--- src/rtl/ps_pkg.sv ---
// ps_pkg: shared definitions for the program-sequencer core.
//   STK_*      bit positions inside the 4-bit stcky status word
//   redir_e    why the fetch address is being redirected this cycle
//   seq_st_e   run/idle state of the sequencer
package ps_pkg;

  localparam int STK_EMPTY = 0;
  localparam int STK_FULL  = 1;
  localparam int STK_OVF   = 2;
  localparam int STK_UNF   = 3;

  typedef enum logic [2:0] {
    RD_NONE,
    RD_JMP,
    RD_CALL,
    RD_RTS,
    RD_WAKE
  } redir_e;

  typedef enum logic {
    S_RUN,
    S_IDLE
  } seq_st_e;

endpackage

--- src/rtl/ps_pc_stack.sv ---
// ps_pc_stack: DEPTH-entry PC stack with pointer and status flags.
//   clk, rst       clock, async active-low reset
//   push, pop      push wdata / pop top; both together replace the top
//   top_wr         overwrite top (entry 0 when empty); ignored with push/pop
//   stcky_clr      clear overflow/underflow stickies (a new set wins)
//   wdata          data for push / replace / top_wr
//   top            top entry, 0 when empty
//   ptr            occupied entries, 0..DEPTH
//   stcky          {underflow, overflow, full, empty}
// Entry storage has no reset; only ptr and flags are reset.
module ps_pc_stack
  import ps_pkg::*;
#(
  parameter int AW    = 16,
  parameter int DEPTH = 4,
  parameter int PW    = $clog2(DEPTH + 1)
) (
  input  logic          clk,
  input  logic          rst,
  input  logic          push,
  input  logic          pop,
  input  logic          top_wr,
  input  logic          stcky_clr,
  input  logic [AW-1:0] wdata,
  output logic [AW-1:0] top,
  output logic [PW-1:0] ptr,
  output logic [3:0]    stcky
);

  localparam int IW = $clog2(DEPTH);

  logic [DEPTH-1:0][AW-1:0] mem;
  logic                     is_full, is_empty;
  logic [PW-1:0]            ptr_nxt;
  logic [IW-1:0]            top_idx, wr_idx;
  logic                     wr_en, ovf_set, unf_set;

  assign is_full  = (ptr == PW'(DEPTH));
  assign is_empty = (ptr == '0);
  assign top_idx  = IW'(ptr - PW'(1));
  assign top      = is_empty ? '0 : mem[top_idx];

  always_comb begin
    ptr_nxt = ptr;
    wr_en   = 1'b0;
    wr_idx  = IW'(ptr);
    ovf_set = 1'b0;
    unf_set = 1'b0;
    // push+pop on an empty stack degrades to a plain push
    if (push && (!pop || is_empty)) begin
      if (is_full) ovf_set = 1'b1;
      else begin
        wr_en   = 1'b1;
        ptr_nxt = ptr + PW'(1);
      end
    end else if (push && pop) begin
      wr_en  = 1'b1;
      wr_idx = top_idx;
    end else if (pop) begin
      if (is_empty) unf_set = 1'b1;
      else          ptr_nxt = ptr - PW'(1);
    end else if (top_wr) begin
      wr_en  = 1'b1;
      wr_idx = is_empty ? '0 : top_idx;
    end
  end

  always_ff @(posedge clk) begin
    if (wr_en) mem[wr_idx] <= wdata;
  end

  // full/empty track the next pointer so they are exact on every cycle
  always_ff @(posedge clk or negedge rst) begin
    if (!rst) begin
      ptr   <= '0;
      stcky <= 4'b0001;
    end else begin
      ptr              <= ptr_nxt;
      stcky[STK_EMPTY] <= (ptr_nxt == '0);
      stcky[STK_FULL]  <= (ptr_nxt == PW'(DEPTH));
      stcky[STK_OVF]   <= ovf_set | (stcky[STK_OVF] & ~stcky_clr);
      stcky[STK_UNF]   <= unf_set | (stcky[STK_UNF] & ~stcky_clr);
    end
  end

endmodule

--- src/rtl/ps_seq_core.sv ---
// ps_seq_core: program-sequencer core.
//   Fetch/decode/execute address pipeline faddr->daddr->pc with jump/call/
//   return redirection, a PC stack and an idle/interrupt wake FSM.
//   clk, rst                 clock, async active-low reset
//   jmp_req/call_req/rts_req redirects from the pc-stage instruction
//   tgt                      jump/call target
//   push_req/pop_req/top_wr  user stack ops, data in push_dt
//   idle_req, interrupt      enter idle / wake from idle
//   stcky_clr                clear overflow/underflow stickies
//   pm_add, pm_cslt          PM fetch address and chip select
//   faddr, daddr, pc, pc_vld pipeline addresses, pc-stage valid
//   stk_top, stk_ptr, stcky  stack top, occupancy, status
//   idle                     sequencer idle
module ps_seq_core
  import ps_pkg::*;
#(
  parameter int          AW       = 16,
  parameter int          DEPTH    = 4,
  parameter int          PW       = $clog2(DEPTH + 1),
  parameter logic [AW-1:0] RST_VEC = '0,
  parameter logic [AW-1:0] IRQ_VEC = '0,
  parameter bit          WAKE_VEC = 1'b0
) (
  input  logic          clk,
  input  logic          rst,
  input  logic          jmp_req,
  input  logic          call_req,
  input  logic          rts_req,
  input  logic [AW-1:0] tgt,
  input  logic          push_req,
  input  logic          pop_req,
  input  logic [AW-1:0] push_dt,
  input  logic          top_wr,
  input  logic          idle_req,
  input  logic          interrupt,
  input  logic          stcky_clr,
  output logic [AW-1:0] pm_add,
  output logic          pm_cslt,
  output logic [AW-1:0] faddr,
  output logic [AW-1:0] daddr,
  output logic [AW-1:0] pc,
  output logic          pc_vld,
  output logic [AW-1:0] stk_top,
  output logic [PW-1:0] stk_ptr,
  output logic [3:0]    stcky,
  output logic          idle
);

  localparam int STAGES = 1;

  // vld_pipe[0]: decode stage valid, vld_pipe[STAGES]: pc stage valid
  logic [STAGES:0] vld_pipe;
  seq_st_e         st;
  redir_e          cause;
  logic            act, adv;
  logic [AW-1:0]   tgt_nxt, s_wdata;
  logic            s_push, s_pop, s_topwr;

  assign pc_vld  = vld_pipe[STAGES];
  assign pm_add  = faddr;
  assign pm_cslt = ~idle;

  // requests only count for a real instruction while running
  assign act = pc_vld && (st == S_RUN);

  always_comb begin
    cause   = RD_NONE;
    tgt_nxt = tgt;
    if (act) begin
      if (call_req)     cause = RD_CALL;
      else if (rts_req) begin
        cause   = RD_RTS;
        tgt_nxt = stk_top;
      end else if (jmp_req) cause = RD_JMP;
    end else if ((st == S_IDLE) && interrupt && WAKE_VEC) begin
      cause   = RD_WAKE;
      tgt_nxt = IRQ_VEC;
    end
  end

  // user stack ops are dropped on any redirect cycle
  always_comb begin
    s_push  = 1'b0;
    s_pop   = 1'b0;
    s_topwr = 1'b0;
    s_wdata = push_dt;
    unique case (cause)
      RD_CALL: begin
        s_push  = 1'b1;
        s_wdata = pc + AW'(1);
      end
      RD_RTS:  s_pop = 1'b1;
      RD_NONE: if (act) begin
        s_push  = push_req;
        s_pop   = pop_req;
        s_topwr = top_wr;
      end
      default: ;
    endcase
  end

  ps_pc_stack #(.AW(AW), .DEPTH(DEPTH), .PW(PW)) u_stk (
    .clk       (clk),
    .rst       (rst),
    .push      (s_push),
    .pop       (s_pop),
    .top_wr    (s_topwr),
    .stcky_clr (stcky_clr),
    .wdata     (s_wdata),
    .top       (stk_top),
    .ptr       (stk_ptr),
    .stcky     (stcky)
  );

  // a vectored wake advances the pipeline on the same edge it leaves idle
  assign adv = (st == S_RUN) || (cause == RD_WAKE);

  always_ff @(posedge clk or negedge rst) begin
    if (!rst) begin
      faddr    <= RST_VEC;
      daddr    <= '0;
      pc       <= '0;
      vld_pipe <= '0;
    end else if (adv) begin
      pc <= daddr;
      if (cause != RD_NONE) begin
        faddr    <= tgt_nxt;
        daddr    <= faddr + AW'(1);
        vld_pipe <= '0;
      end else begin
        faddr    <= faddr + AW'(1);
        daddr    <= faddr;
        vld_pipe <= {vld_pipe[STAGES-1:0], 1'b1};
      end
    end
  end

  always_ff @(posedge clk or negedge rst) begin
    if (!rst) begin
      st   <= S_RUN;
      idle <= 1'b0;
    end else begin
      unique case (st)
        S_RUN: if (act && idle_req) begin
          st   <= S_IDLE;
          idle <= 1'b1;
        end
        S_IDLE: if (interrupt) begin
          st   <= S_RUN;
          idle <= 1'b0;
        end
        default: ;
      endcase
    end
  end

endmodule

--- config.mk ---
export PLATFORM = sky130hd
export DESIGN_NAME = ps_seq_core
export DESIGN_NICKNAME = d
export VERILOG_FILES = /design/src/rtl/ps_pkg.sv /design/src/rtl/ps_pc_stack.sv /design/src/rtl/ps_seq_core.sv
export SDC_FILE = /design/constraint.sdc
export NUM_CORES = 1
export LEC_CHECK = 0
export ABC_AREA = 1
export CORE_ASPECT_RATIO = 0.7
export CORE_UTILIZATION = 30
export DETAILED_ROUTE_END_ITERATION = 16
export PLACE_DENSITY = 0.58
export SYNTH_ARGS = -nofsm -noshare
export SYNTH_HDL_FRONTEND = slang
export SYNTH_HIERARCHICAL = 1
export SYNTH_SLANG_ARGS = --single-unit
--- constraint.sdc ---
create_clock -name clk -period 3.3 [get_ports clk]
set_clock_uncertainty 0.15 [all_clocks]
set_input_delay 0.33 -clock clk [delete_from_list [all_inputs] [get_ports clk]]
set_output_delay 0.33 -clock clk [all_outputs]
set_load 0.1 [all_outputs]
met1.png
Bar = 50 um.
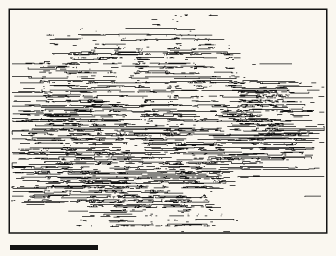
nets with wire on the layer: 894
longest straight run: 75.4 um
global-route track usage on met1: 0.280
WL final: 20600 um
vias: 5967

met2.png
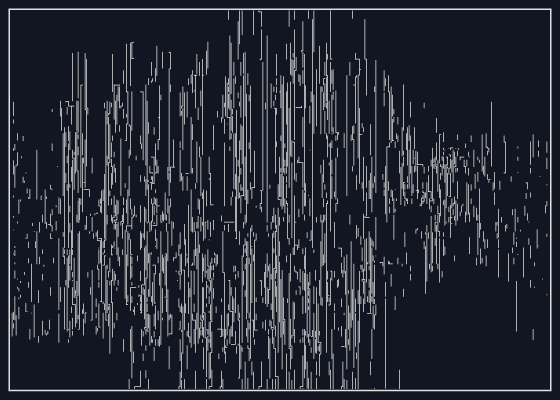
main direction: vertical
share of all routed wire: 41%
wire length on this layer: 8500 um

==> impl_metrics.toml <==
# synthesis and place-and-route metrics
[layout]
nets = 1011
nClkBuffers = 17
seq_area_sq_um = 3410
clkCellAreaFrac = 0.0654
sh_comb_area = 0.309
fillers = 2171
design.seq.count = 123
seq_area_frac = 0.375
largest_reg_flops = 64
top_register = "u_stk/mem"
nNonClkInverters = 102
comb_area_sq_um = 2810
post-route-cell-area_sq_um = 9090
signal_buffers = 153
drive_gt1_frac = 0.187
final_cells = 1253
layout_top_cells = "nand2_1, nor2_1, inv_1, buf_4, edfxtp_1"
largestClassByArea = "registers"
insertedDiodeCount = 0
mostFrequentLayoutCell = "nand2_1"
buffer_area_frac = 0.170
fin_util = 0.418

[setup_path]
start_kind = "flop"
cpPeakStageDelay_ns = 0.70
crit_buf_inv = 3
crit_chain = "inv_2, ha_1, buf_4, nor2_1, o21ai_0, a21oi_4, buf_12"
cp_max_fo = 38
cp.depth = 7
critPathCaptureType = "output pin"
startpoint = "u_stk/ptr[0]"
r2r_start = "vld_pipe[1]"
path_delay_family = "flip-flops"
worstPathRequired_ns = 2.82
critical_path.endpoint = "stk_top[8]"
reg2reg_to = "u_stk/mem[26]"
regToRegSetupSlack_ns = 0.33
path_class = "flop to output pin"
ff2ff_path_depth = 17
cp.arrival_ns = 2.60
cp_slowest_cell = "dfrtp_4"

[route]
via_per_inst = 4.76
route.met3.wl_um = 1560
drcViolationCount = 0
top_layer = "met4"
drt_iter0_drc = 608
met2_wirelength_um = 8500
first_pass_iters = 5
met1Wirelength_um = 10400
ant_nets = 0

[final_timing]
layout_setup_ws_ns = 0.219
worst_slew_pin_slew_ns = 0.986
fin_tns_setup_ns = 0
finalHoldViolCount = 0
slew-limit-headroom = 0.341
period_needed_ns = 3.08
fin_crit_sh = 0.934
hold_ws_ns = 0.341
rsz0062_at_grt = "false"
max_freq_ghz = 0.325
finalMaxSlewViolations = 0
setup_violations = 0

[placement]
place_ws_ns = 0.118
io_buffer_count = 132
gp_congestion = 0.843
dp.cells = 1220
dp_hpwl_um = 15200
place_area_sq_um = 8490

[clocking]
h-tree-depth = 4
cts_buffer_depth = 2
cts_inserted_buffers = 17
clockRootBuffer = "clkbuf_16"
cts.sinks = 123
hold_buffers = 1
cts.clk_slew.worst_paths_ns = 0.06
cts_tree = "yes"
post_cts_resized = 0
cts_post_setup_buffers_inserted = 0

[logic_synthesis]
muxShareOfSynthArea = 0
ys_cells = 832
top_area_cell = "edfxtp_1"
synthCells = 832
xor_share = 0.0118
synth_flops = 123
synth_adder_area_share = 0.0188
avgSynthCellArea_sq_um = 8.02
ys_async_sr_fraction = 0.480
netlist_top_cells_count = "nand2_1, nor2_1, inv_1, edfxtp_1, nand3_1"
most_common_cell = "nand2_1"
synth_area_sq_um = 6670
synth_cell_type_count = 33
ys_chip_area_sq_um = 6670
synthSimpleGateAreaFrac = 0.271
synth-compound-area-share = 0.0900
topCellsByArea = "edfxtp_1, dfrtp_1, nand2_1"
fp_nets = 885
top_logic_kind = "simple AND/OR/NAND/NOR gates"
yosysSeqAreaShare = 0.510
top_cell_area_share = 0.288
synthFlopType = "edfxtp_1"

[floorplan]
die_area_sq_um = 22800
pin_count = 133
die_h_um = 127
core_region_area_sq_um = 21700
die_w_um = 180
num_tap_cells = 282
fp-row-count = 45

[hold_path]
holdPathStages = 3
hp-start = "idle_req"
hp-class = "input port to flop"

[grt]
grt_antenna_before_repair = 0
overflow = 0
grt_max_degree = 51
first_global_vias = 5730
grt_pass1_wl_um = 32300

[flow_run]
maxCapViolCount = 0
warnings = 31

[outcome]
status = "completed"
met3.png
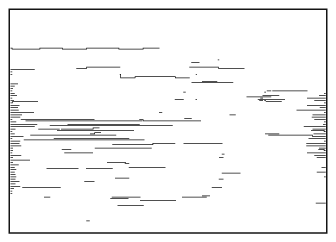
wire length on this layer: 1560 um
longest straight run: 69.9 um
nets with wire on the layer: 124
share of all routed wire: 7.6%
main direction: horizontal

final_congestion.png
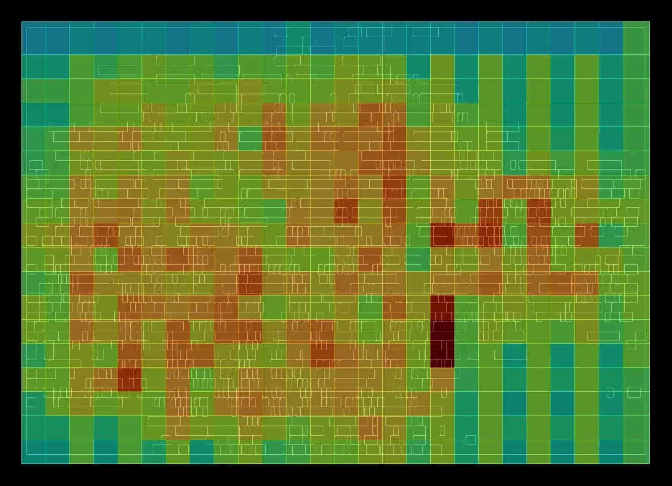
Total GRT Usage: 0.186
Routed WL per cell: 16.5 um
global-route met3 utilization: 0.0474
met2 usage: 0.262
GR peak layer: met1

